==> run_1/floorplan.png <==
Drawn at 2 px/um. Pins as bars on the die edge. Tap cells in grey.
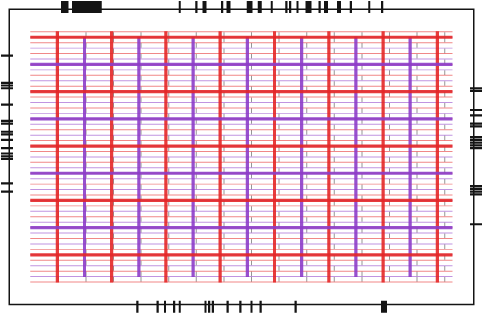
==> run_1/class_map.png <==
Drawn at 2 px/um. Fill, decap, tap and diode cells in grey.
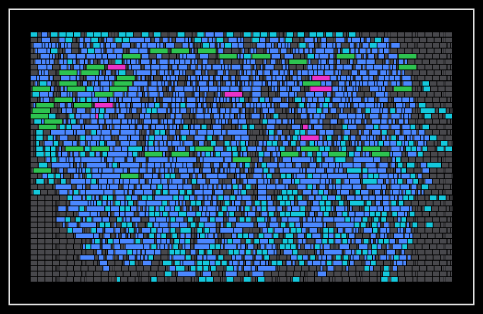
==> run_1/clock_wires.png <==
Drawn at 1.5 px/um.
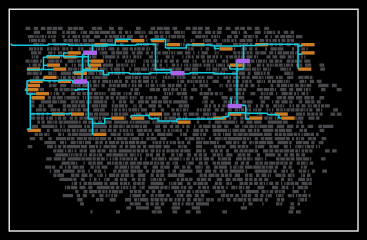
### config.mk
export PLATFORM = sky130hd
export DESIGN_NAME = silent_step_filter
export DESIGN_NICKNAME = d
export VERILOG_FILES = /design/src/rtl/silent_pkg.sv /design/src/rtl/silent_step_unit.sv /design/src/rtl/silent_step_filter.sv
export SDC_FILE = /design/constraint.sdc
export NUM_CORES = 1
export LEC_CHECK = 0
export ABC_CLOCK_PERIOD_IN_PS = 9300
export CORE_ASPECT_RATIO = 0.6
export CORE_MARGIN = 10
export CORE_UTILIZATION = 45
export CTS_BUF_LIST = sky130_fd_sc_hd__clkbuf_8 sky130_fd_sc_hd__clkbuf_16
export DETAILED_ROUTE_END_ITERATION = 8
export HOLD_SLACK_MARGIN = 0.02
export PLACE_DENSITY = 0.71
export SYNTH_ARGS = -nofsm -noshare
export SYNTH_HDL_FRONTEND = slang
export SYNTH_SLANG_ARGS = --single-unit
export TNS_END_PERCENT = 100
### constraint.sdc
create_clock -name CLK -period 9.3 [get_ports CLK]
set_input_delay 0.93 -clock CLK [delete_from_list [all_inputs] [get_ports CLK]]
set_output_delay 0.93 -clock CLK [all_outputs]
set_load 0.05 [all_outputs]
### src/rtl/silent_pkg.sv
`default_nettype none
// ============================================================================
//  Module      : silent_pkg
//  Description : Shared types and helpers for the silent-mode step filter.
//  Revision    : 1.0 - initial release
// ============================================================================
package silent_pkg;

   // Sweep controller states
   typedef enum logic [1:0] {
      IDLE  = 2'd0,
      SWEEP = 2'd1,
      DONE  = 2'd2
   } state_t;

   // Channel-index width; a single channel still needs one index bit
   function automatic int idx_width(input int depth);
      return (depth > 1) ? $clog2(depth) : 1;
   endfunction

endpackage
`default_nettype wire

### src/rtl/silent_step_unit.sv
`default_nettype none
// ============================================================================
//  Module      : silent_step_unit
//  Description : Combinational next-value calculator for one channel. Duty
//                moves linearly, phase moves along the shortest circular path
//                modulo CYCLE. Both snap to the raw target when within STEP.
//  Revision    : 1.0 - initial release
// ============================================================================
module silent_step_unit #(
   parameter int WIDTH = 13
) (
   input  logic             enable,
   input  logic [WIDTH-1:0] step,
   input  logic [WIDTH-1:0] cycle,
   input  logic [WIDTH-1:0] duty_tgt,
   input  logic [WIDTH-1:0] duty_cur,
   input  logic [WIDTH-1:0] phase_tgt,
   input  logic [WIDTH-1:0] phase_cur,
   output logic [WIDTH-1:0] duty_next,
   output logic [WIDTH-1:0] phase_next
);

   // Two extra bits: one for sign, one so 2*d and s+STEP never overflow
   localparam int c_sw = WIDTH + 2;

   logic [WIDTH:0]         w_cur_plus;
   logic [WIDTH:0]         w_tgt_plus;
   logic signed [c_sw-1:0] w_cyc;
   logic signed [c_sw-1:0] w_stp;
   logic signed [c_sw-1:0] w_tgt;
   logic signed [c_sw-1:0] w_cur;
   logic signed [c_sw-1:0] w_p;
   logic signed [c_sw-1:0] w_s;
   logic signed [c_sw-1:0] w_d;
   logic signed [c_sw-1:0] w_b;
   logic signed [c_sw-1:0] w_fwd;
   logic signed [c_sw-1:0] w_bwd;
   logic                   w_unused;

   assign w_cur_plus = {1'b0, duty_cur} + {1'b0, step};
   assign w_tgt_plus = {1'b0, duty_tgt} + {1'b0, step};

   assign w_cyc = $signed({2'b00, cycle});
   assign w_stp = $signed({2'b00, step});
   assign w_tgt = $signed({2'b00, phase_tgt});
   assign w_cur = $signed({2'b00, phase_cur});

   // Duty: step toward target, snap exactly once within one step
   always_comb begin
      duty_next = duty_tgt;
      if (enable) begin
         if ({1'b0, duty_tgt} > w_cur_plus) begin
            duty_next = w_cur_plus[WIDTH-1:0];
         end else if (w_tgt_plus < {1'b0, duty_cur}) begin
            duty_next = duty_cur - step;
         end
      end
   end

   // Phase: normalise, pick shorter direction (ties forward), step or snap
   always_comb begin
      w_p = (w_tgt >= w_cyc) ? (w_tgt - w_cyc) : w_tgt;
      w_s = (w_cur >= w_cyc) ? (w_cur - w_cyc) : w_cur;
      w_d = w_p - w_s;
      if (w_d[c_sw-1]) begin
         w_d = w_d + w_cyc;
      end
      w_b = w_cyc - w_d;
      w_fwd = w_s + w_stp;
      if (w_fwd >= w_cyc) begin
         w_fwd = w_fwd - w_cyc;
      end
      w_bwd = w_s - w_stp;
      if (w_bwd[c_sw-1]) begin
         w_bwd = w_bwd + w_cyc;
      end
      // Raw target is the default so a PHASE equal to CYCLE is kept as-is
      phase_next = phase_tgt;
      if (enable && (w_d != '0)) begin
         if ((w_d <<< 1) <= w_cyc) begin
            if (w_d > w_stp) begin
               phase_next = w_fwd[WIDTH-1:0];
            end
         end else if (w_b > w_stp) begin
            phase_next = w_bwd[WIDTH-1:0];
         end
      end
   end

   // Upper bits of the wrapped results are always zero once in range
   assign w_unused = ^{w_fwd[c_sw-1:WIDTH], w_bwd[c_sw-1:WIDTH]};

endmodule
`default_nettype wire

### src/rtl/silent_step_filter.sv
`default_nettype none
// ============================================================================
//  Module      : silent_step_filter
//  Description : Slew-rate limiter for per-channel PWM duty/phase targets.
//                A period counter starts a sweep that updates one channel per
//                clock through a shared step unit, then pulses OUT_VALID.
//  Revision    : 1.0 - initial release
// ============================================================================
module silent_step_filter
   import silent_pkg::*;
#(
   parameter int WIDTH = 13,
   parameter int DEPTH = 1
) (
   input  logic             CLK,
   input  logic             RST,
   input  logic             ENABLE,
   input  logic [WIDTH-1:0] STEP,
   input  logic [WIDTH-1:0] UPDATE_CYCLE,
   input  logic [WIDTH-1:0] CYCLE   [0:DEPTH-1],
   input  logic [WIDTH-1:0] DUTY    [0:DEPTH-1],
   input  logic [WIDTH-1:0] PHASE   [0:DEPTH-1],
   output logic [WIDTH-1:0] DUTY_S  [0:DEPTH-1],
   output logic [WIDTH-1:0] PHASE_S [0:DEPTH-1],
   output logic             OUT_VALID
);

   localparam int                 c_idx_w    = idx_width(DEPTH);
   localparam logic [c_idx_w-1:0] c_last_idx = c_idx_w'(DEPTH - 1);

   logic [WIDTH-1:0]   r_count;
   logic               w_tick;
   state_t             r_state;
   logic [c_idx_w-1:0] r_idx;
   logic               r_out_valid;

   logic [WIDTH-1:0]   w_cycle;
   logic [WIDTH-1:0]   w_duty_tgt;
   logic [WIDTH-1:0]   w_duty_cur;
   logic [WIDTH-1:0]   w_phase_tgt;
   logic [WIDTH-1:0]   w_phase_cur;
   logic [WIDTH-1:0]   w_duty_next;
   logic [WIDTH-1:0]   w_phase_next;

   // Tick on the last count; >= keeps it safe if UPDATE_CYCLE shrinks mid-count
   assign w_tick = (UPDATE_CYCLE <= WIDTH'(1)) ||
                   (r_count >= (UPDATE_CYCLE - WIDTH'(1)));

   // Period counter 0..UPDATE_CYCLE-1
   always_ff @(posedge CLK or posedge RST) begin
      if (RST) begin
         r_count <= '0;
      end else if (w_tick) begin
         r_count <= '0;
      end else begin
         r_count <= r_count + WIDTH'(1);
      end
   end

   // Sweep controller: one channel per clock, then a single-cycle valid
   always_ff @(posedge CLK or posedge RST) begin
      if (RST) begin
         r_state     <= IDLE;
         r_idx       <= '0;
         r_out_valid <= 1'b0;
      end else begin
         r_out_valid <= 1'b0;
         case (r_state)
            IDLE: begin
               if (w_tick) begin
                  r_state <= SWEEP;
                  r_idx   <= '0;
               end
            end
            SWEEP: begin
               if (r_idx == c_last_idx) begin
                  r_state     <= DONE;
                  r_out_valid <= 1'b1;
               end else begin
                  r_idx <= r_idx + c_idx_w'(1);
               end
            end
            DONE: begin
               r_state <= IDLE;
            end
            default: begin
               r_state <= IDLE;
            end
         endcase
      end
   end

   assign OUT_VALID = r_out_valid;

   // Select the channel currently being swept for the shared step unit
   always_comb begin
      w_cycle     = '0;
      w_duty_tgt  = '0;
      w_duty_cur  = '0;
      w_phase_tgt = '0;
      w_phase_cur = '0;
      for (int i = 0; i < DEPTH; i++) begin
         if (r_idx == c_idx_w'(i)) begin
            w_cycle     = CYCLE[i];
            w_duty_tgt  = DUTY[i];
            w_duty_cur  = DUTY_S[i];
            w_phase_tgt = PHASE[i];
            w_phase_cur = PHASE_S[i];
         end
      end
   end

   silent_step_unit #(
      .WIDTH (WIDTH)
   ) u_step (
      .enable     (ENABLE),
      .step       (STEP),
      .cycle      (w_cycle),
      .duty_tgt   (w_duty_tgt),
      .duty_cur   (w_duty_cur),
      .phase_tgt  (w_phase_tgt),
      .phase_cur  (w_phase_cur),
      .duty_next  (w_duty_next),
      .phase_next (w_phase_next)
   );

   for (genvar gi = 0; gi < DEPTH; gi++) begin : g_chan
      // Output registers: written only in this channel's sweep slot
      always_ff @(posedge CLK or posedge RST) begin
         if (RST) begin
            DUTY_S[gi]  <= '0;
            PHASE_S[gi] <= '0;
         end else if ((r_state == SWEEP) && (r_idx == c_idx_w'(gi))) begin
            DUTY_S[gi]  <= w_duty_next;
            PHASE_S[gi] <= w_phase_next;
         end
      end
   end

endmodule
`default_nettype wire

==> notes.md, run 1 <==
Reports from this run.

- The post-synthesis xor/xnor area fraction is 9.86%.
- Multiplexer cells account for 4.69% of the synthesized area.
- From the final report, the count of setup violators was given as 13.
- The flow ran to the end, but the final reports show violations.
- The total clock buffers created by CTS is 5.
- In the Yosys report, the sequential cells make up 8.70% of the chip area.
- The data required time at the worst endpoint reads 9.53 ns.
- The clock sink total is 42.
- The stat command in Yosys gives a chip area of 12100 um2.
- The global-route wire length before repair reads 73700 um.
- The area of the mapped netlist is 12100 um2.
- The layout report lists the multi-input gate area as 11100 um2.
- The total routed wirelength reads 48900 um.
- At the pin with the least slew margin, the transition time is 1.05 ns.
- The count of flip-flops with a built-in enable after synthesis is 0.
- Setup repair after global routing could not meet its margin everywhere.
- The maximum fanout along the worst path is 8.
- For this run, the number of Yosys warnings is 0.
- The top cell type by instance count after synthesis reads ha_1.
- The checks that failed: setup timing.
- The sum of negative setup slack is -5.51 ns.
- By area the synthesized netlist is led by ha_1 24%, dfrtp_1 8.7%, xnor2_1 7.4%.
- The final timing report lists a hold violation count of 0.
- The synthesis report names the predominant flop master as dfrtp_1.
- The placed instance area is 15800 um2.
- After synthesis, the netlist uses 85 different library cells.
- Per the CTS log, the maximum H-tree level is 2.
- The final weighted congestion of routability-driven global placement reads 1.08.
- The worst setup path category is primary input to flip-flop.
- The via count of the first global-routing pass was 12800.
- The clock tree from TritonCTS is built.
- The startpoint type of the worst setup path reads a primary input.
- The cell count after synthesis is 1545.
- The total die area is 34000 um2.
- The leading area contributor after synthesis is ha_1.
- The least setup slack across all paths after layout reads -0.526 ns.
- The post-synthesis average cell area reads 7.82 um2.
- The count of nets left with antenna violations after detail routing reads 0.
- The area fraction of the largest cell type after synthesis is 24.0%.
- The maximum frequency from static timing analysis is 0.102 GHz.
- In this run, the synthesized area fraction spent on AND-OR/OR-AND gates is recorded as 27.2%.
- At floorplan, the net count of the design was reported as 1857.
- The end-of-flow core utilization is 64.1%.
-- floorplan.png (at the start) --
legend:
  VDD:
    colour: purple
  VSS:
    colour: red
met1 rails: 47
met4 straps: 15
rows: 46
tap cells: 360
signal pins: 95
Die Span Y: 147 um
core area: 26400 um2
die x size: 231 um

-- class_map.png (at the start) --
legend:
  remaining logic cells:
    colour: blue
    cells: 1469
  sequential cells:
    colour: green
    cells: 42
  clock drivers and dummy loads:
    colour: magenta
    cells: 8
  remaining buffers and delay cells:
    colour: cyan
    cells: 434
number of standard-cell rows in the floorplan: 46
fin area: 16900 um2

-- clock_wires.png (at the start) --
legend:
  clock wires:
    colour: cyan
    length: 926 um
  clock-net drivers:
    colour: purple
    count: 5
  flip-flops:
    colour: orange
    count: 42
routed clock nets: 6
Final Skew: 0.00820 ns
clock insertion delay at the later pin of the skew report: 0.31 ns

run 1: cell type report:
class / count / area share [%]
well taps: 360 / 2.66
clock inverters: 3 / 0.244
repair buffers: 434 / 21.3
multi-input cells: 1320 / 65.5
clock buffers: 5 / 0.739
inverters: 149 / 3.34
flip-flops and latches: 42 / 6.20
run 1: through the flow:
step / hold WS, ns / setup WS [ns]
after global routing: 0.443 / -0.717
after global placement: 0.409 / -1.33
after floorplan: 0.398 / -0.165
final: 0.421 / -0.526
after detailed placement: 0.415 / -1.58
after CTS: 0.424 / -0.348
run 1: layer usage:
metal / up-vias / share of wire (%) / track usage, %
met5: - / 0 / 0
met1: 6412 / 47 / 40.3
li1: 6486 / - / -
met2: 726 / 38 / 36.7
met4: 0 / 1.6 / 3.67
met3: 76 / 14 / 9.94
run 1: final timing paths:
path | startpoint | end | slack, ns | depth (start not counted)
worst max-delay path | CYCLE[5] | PHASE_S[10] | -0.53 | 44
worst min-delay path | r_state[1] | r_state[0] | 0.42 | 1
worst max register to register | PHASE_S[0] | PHASE_S[10] | 0.10 | 44
worst min register to register | r_state[1] | r_state[0] | 0.42 | 1
max in group asynchronous | RST | DUTY_S[3] | 7.46 | 2
min in group asynchronous | RST | r_state[1] | 1.19 | 2
run 1: cell families (layout without fill, tap and decap cells):
family,Yosys count,count (layout)
xor+xnor,136,136
mux,52,52
compound gates,474,474
simple gates,409,409
flops,42,42
fa+ha+maj,249,249
buf+inv,183,591
run 1: worst max-delay path: cells and delay by family:
family / cells / cell delay [ns]
buf+inv: 11 / 1.92
fa+ha+maj: 7 / 2.15
compound gates: 17 / 3.77
xor+xnor: 1 / 0.15
simple gates: 8 / 1.12
run 1: timing repair:
| action | CTS | global route |
|---|---|---|
| hold buffers | 0 | 0 |
| endpoints found under the setup margin | 13 | 13 |
| hold endpoints to repair | 0 | 0 |
| resized | 68 | 68 |
| setup buffers | 25 | 16 |
| gates cloned | 1 | 0 |
| pin swaps | 58 | 45 |
run 1: registers in the layout, summed over array words and instances, names as in the netlist:
name       cells
DUTY_S        13
OUT_VALID      1
PHASE_S       13
r_count       13
r_state        2
run 1: cell usage in the layout, fill, tap and decap left out, types with 13 or more instances in the layout:
master | synthesis | layout
clkdlybuf4s50_1 | 0 | 84
mux2_2 | 34 | 31
nand2_1 | 73 | 71
nor3_1 | 34 | 29
nor2_1 | 108 | 105
nand2b_1 | 26 | 26
o21a_1 | 33 | 33
o21ai_0 | 71 | 61
nand3_1 | 32 | 31
nor2b_1 | 47 | 46
a21o_1 | 45 | 45
buf_4 | 1 | 327
a21oi_1 | 129 | 112
o21bai_1 | 22 | 21
ha_4 | 0 | 13
a211oi_1 | 14 | 13
ha_1 | 232 | 219
nand4_1 | 17 | 17
xor2_1 | 34 | 32
a21oi_2 | 1 | 15
mux2i_1 | 17 | 16
xnor2_1 | 102 | 97
o211ai_1 | 13 | 13
dfrtp_1 | 42 | 42
inv_1 | 147 | 140
==> run 2: changes to the inputs <==
--- a/config.mk
+++ b/config.mk
@@ -5,14 +5,14 @@
 export SDC_FILE = /design/constraint.sdc
 export NUM_CORES = 1
 export LEC_CHECK = 0
-export ABC_CLOCK_PERIOD_IN_PS = 9300
+export ABC_CLOCK_PERIOD_IN_PS = 12300
 export CORE_ASPECT_RATIO = 0.6
 export CORE_MARGIN = 10
 export CORE_UTILIZATION = 45
 export CTS_BUF_LIST = sky130_fd_sc_hd__clkbuf_8 sky130_fd_sc_hd__clkbuf_16
 export DETAILED_ROUTE_END_ITERATION = 8
 export HOLD_SLACK_MARGIN = 0.02
-export PLACE_DENSITY = 0.71
+export PLACE_DENSITY = 0.68
 export SYNTH_ARGS = -nofsm -noshare
 export SYNTH_HDL_FRONTEND = slang
 export SYNTH_SLANG_ARGS = --single-unit
==> constraint.sdc (replaced) <==
create_clock -name CLK -period 12.3 [get_ports CLK]
set_input_delay 1.23 -clock CLK [delete_from_list [all_inputs] [get_ports CLK]]
set_output_delay 1.23 -clock CLK [all_outputs]
set_load 0.05 [all_outputs]
==> run_2/clock_wires.png <==
Drawn at 1.5 px/um.
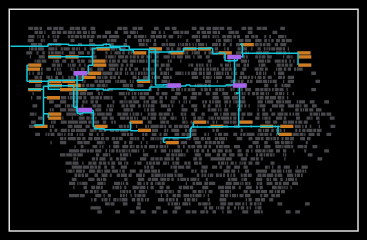
legend:
  clock-net drivers:
    colour: purple
    count: 5
  clock wires:
    colour: cyan
    length: 896 um
  flip-flops:
    colour: orange
    count: 42
routed clock nets: 6
Final Skew: 0.00528 ns

==> run 2 against run 1 <==
Effect of this change: the run now ends clean; non-clock buffer count fell by 321; core utilization down 13 points; synthesized area is the same; synthesized cell count did not move; via count fell by 11%; count of clock-buffer cells in the layout stayed put; setup slack better by 1.2 ns; largest cell class unchanged; worst hold slack got worse by 0.0021 ns; critical endpoint is now PHASE_S[0]; critical path depth increased by 4; cell count decreased by 14%.
==> notes.md, run 2 <==
Reports from this run.

- The post-synthesis average cell area reads 7.82 um2 (unchanged).
- The flow ran to the end, and the final reports show no timing, DRC or antenna violations.
- The maximum frequency from static timing analysis reads 0.0864 GHz.
- The final tally of setup violations is 0 (-13).
- The maximum fanout along the worst path was 14 (+6).
- The count of nets left with antenna violations after detail routing is 0 (unchanged).
- The count of flip-flops with a built-in enable after synthesis is 0 (unchanged).
- The startpoint of the worst register-to-register path is PHASE_S[0].
- The worst setup path category reads primary input to flip-flop.
- The count of H-tree levels built during CTS is 2 (unchanged).
- The global-route wire length before repair reads 63400 um (-14%).
- The insertion delay of the later-clocked pin in the worst-skew pair is 0.31 ns (about the same).
- The capture point of the worst register-to-register path is recorded as PHASE_S[0].
- The overall die height came to 147 um (unchanged).
- The final weighted congestion of routability-driven global placement reads 1.05 (-2.2%).
- The sum of negative setup slack reads 0 ns (+5.51 ns).
- The flip-flop cell with the highest count after synthesis reads dfrtp_1.
- The clock tree from TritonCTS reads built.
- The via count of the first global-routing pass is 10900 (-15%).
- The clock sink total reads 42 (unchanged).
- The count of distinct cell types in the synthesized netlist reads 85 (unchanged).
- The post-cts hold buffer count is 0 (unchanged).
- The number of warnings printed during yosys synthesis was 0 (unchanged).
- The number of cells traversed by the worst register-to-register path came to 42 (-4.5%).
- The number of cells on the worst hold path came to 1 (unchanged).
- Setup repair after global routing left no endpoint under its margin.
- The fraction of synthesized cell area taken by the top area cell type is 24.0% (unchanged).
- The net count after synthesis reads 1857 (unchanged).
- The placeable core region reads 26400 um2 (unchanged).
- The top cell type by instance count after synthesis is ha_1.
- The setup slack at placement came to 0.299 ns (+1.87 ns).
- The data required time at the worst endpoint is 12.49 ns (+2.96 ns).
- The startpoint identified for the worst hold timing path is r_state[1].
==> run_2/floorplan.png <==
Drawn at 2 px/um. Pins as bars on the die edge. Tap cells in grey.
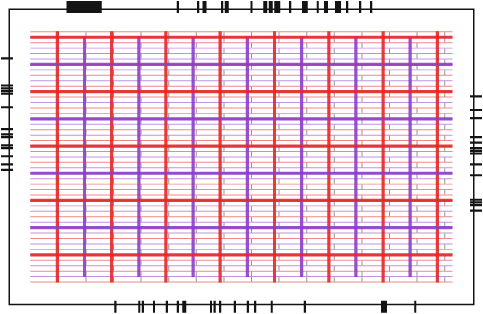
legend:
  VSS:
    colour: red
  VDD:
    colour: purple
rows: 46
met5 straps: 9
met1 rails: 47
met4 straps: 15

==> run 2: cell count changes in the layout (fill, tap and decap cells not counted), sizes merged <==
cell / delta
buf: -323
inv: +1
clkbuf: -1
dlygate4sd2: -2
diode: +1
clkdlybuf4s15: -2
dlymetal6s2s: -3
bufinv: -1
clkdlybuf4s50: +10
==> run 2: area by class of cell <==
| class | count | area [um2] | share of cell area [%] |
|---|---|---|---|
| clock buffers | 5 | 125 | 0.919 |
| well taps | 360 | 450 | 3.31 |
| repair buffers | 113 | 1080 | 7.96 |
| clock inverters | 3 | 23.8 | 0.175 |
| diodes | 1 | 2.50 | 0.0184 |
| multi-input cells | 1320 | 10300 | 75.8 |
| inverters | 149 | 559 | 4.11 |
| flip-flops and latches | 42 | 1050 | 7.72 |
==> run 2: metrics by stage <==
step | instance area [um2] | cells | utilization [%]
2_1_floorplan | 12100 | 1545 | -
3_3_place_gp | 13500 | 1984 | 50.9
3_5_place_dp | 13500 | 1984 | 50.9
4_1_cts | 13600 | 1992 | 51.5
5_1_grt | 13600 | 1992 | 51.5
6_report | 13600 | 1993 | 51.5
==> run 2: cells by family after synthesis <==
kind of cell	share of synthesized area (%)
fa+ha+maj	26.5
xor+xnor	9.86
compound gates	27.2
flops	8.70
mux	4.69
simple gates	17.2
buf+inv	5.88
==> run 2: layer usage <==
| layer | share of wire (%) | track usage (%) |
|---|---|---|
| met5 | 0 | 0 |
| met4 | 1.5 | 3.57 |
| met1 | 50 | 36.2 |
| met2 | 37 | 30.3 |
| met3 | 12 | 7.15 |
==> run 2: worst max-delay path by stage <==
stage | depth (start not counted) | from | slack, ns | end
6_report | 48 | PHASE[0] | 0.72 | PHASE_S[0]
5_1_grt | 48 | PHASE[0] | 0.08 | PHASE_S[2]
4_1_cts | 48 | PHASE[0] | 0.56 | PHASE_S[12]
3_5_place_dp | 48 | PHASE[0] | 0.30 | PHASE_S[12]
3_3_place_gp | 48 | PHASE[0] | 0.56 | PHASE_S[12]
2_1_floorplan | 45 | CYCLE[1] | 1.74 | PHASE_S[12]
==> run 2: critical path, delay by kind of cell <==
family	cells	cell delay, ns
compound gates	21	4.35
xor+xnor	1	0.14
fa+ha+maj	9	2.80
buf+inv	5	0.90
mux	1	0.38
simple gates	11	1.92
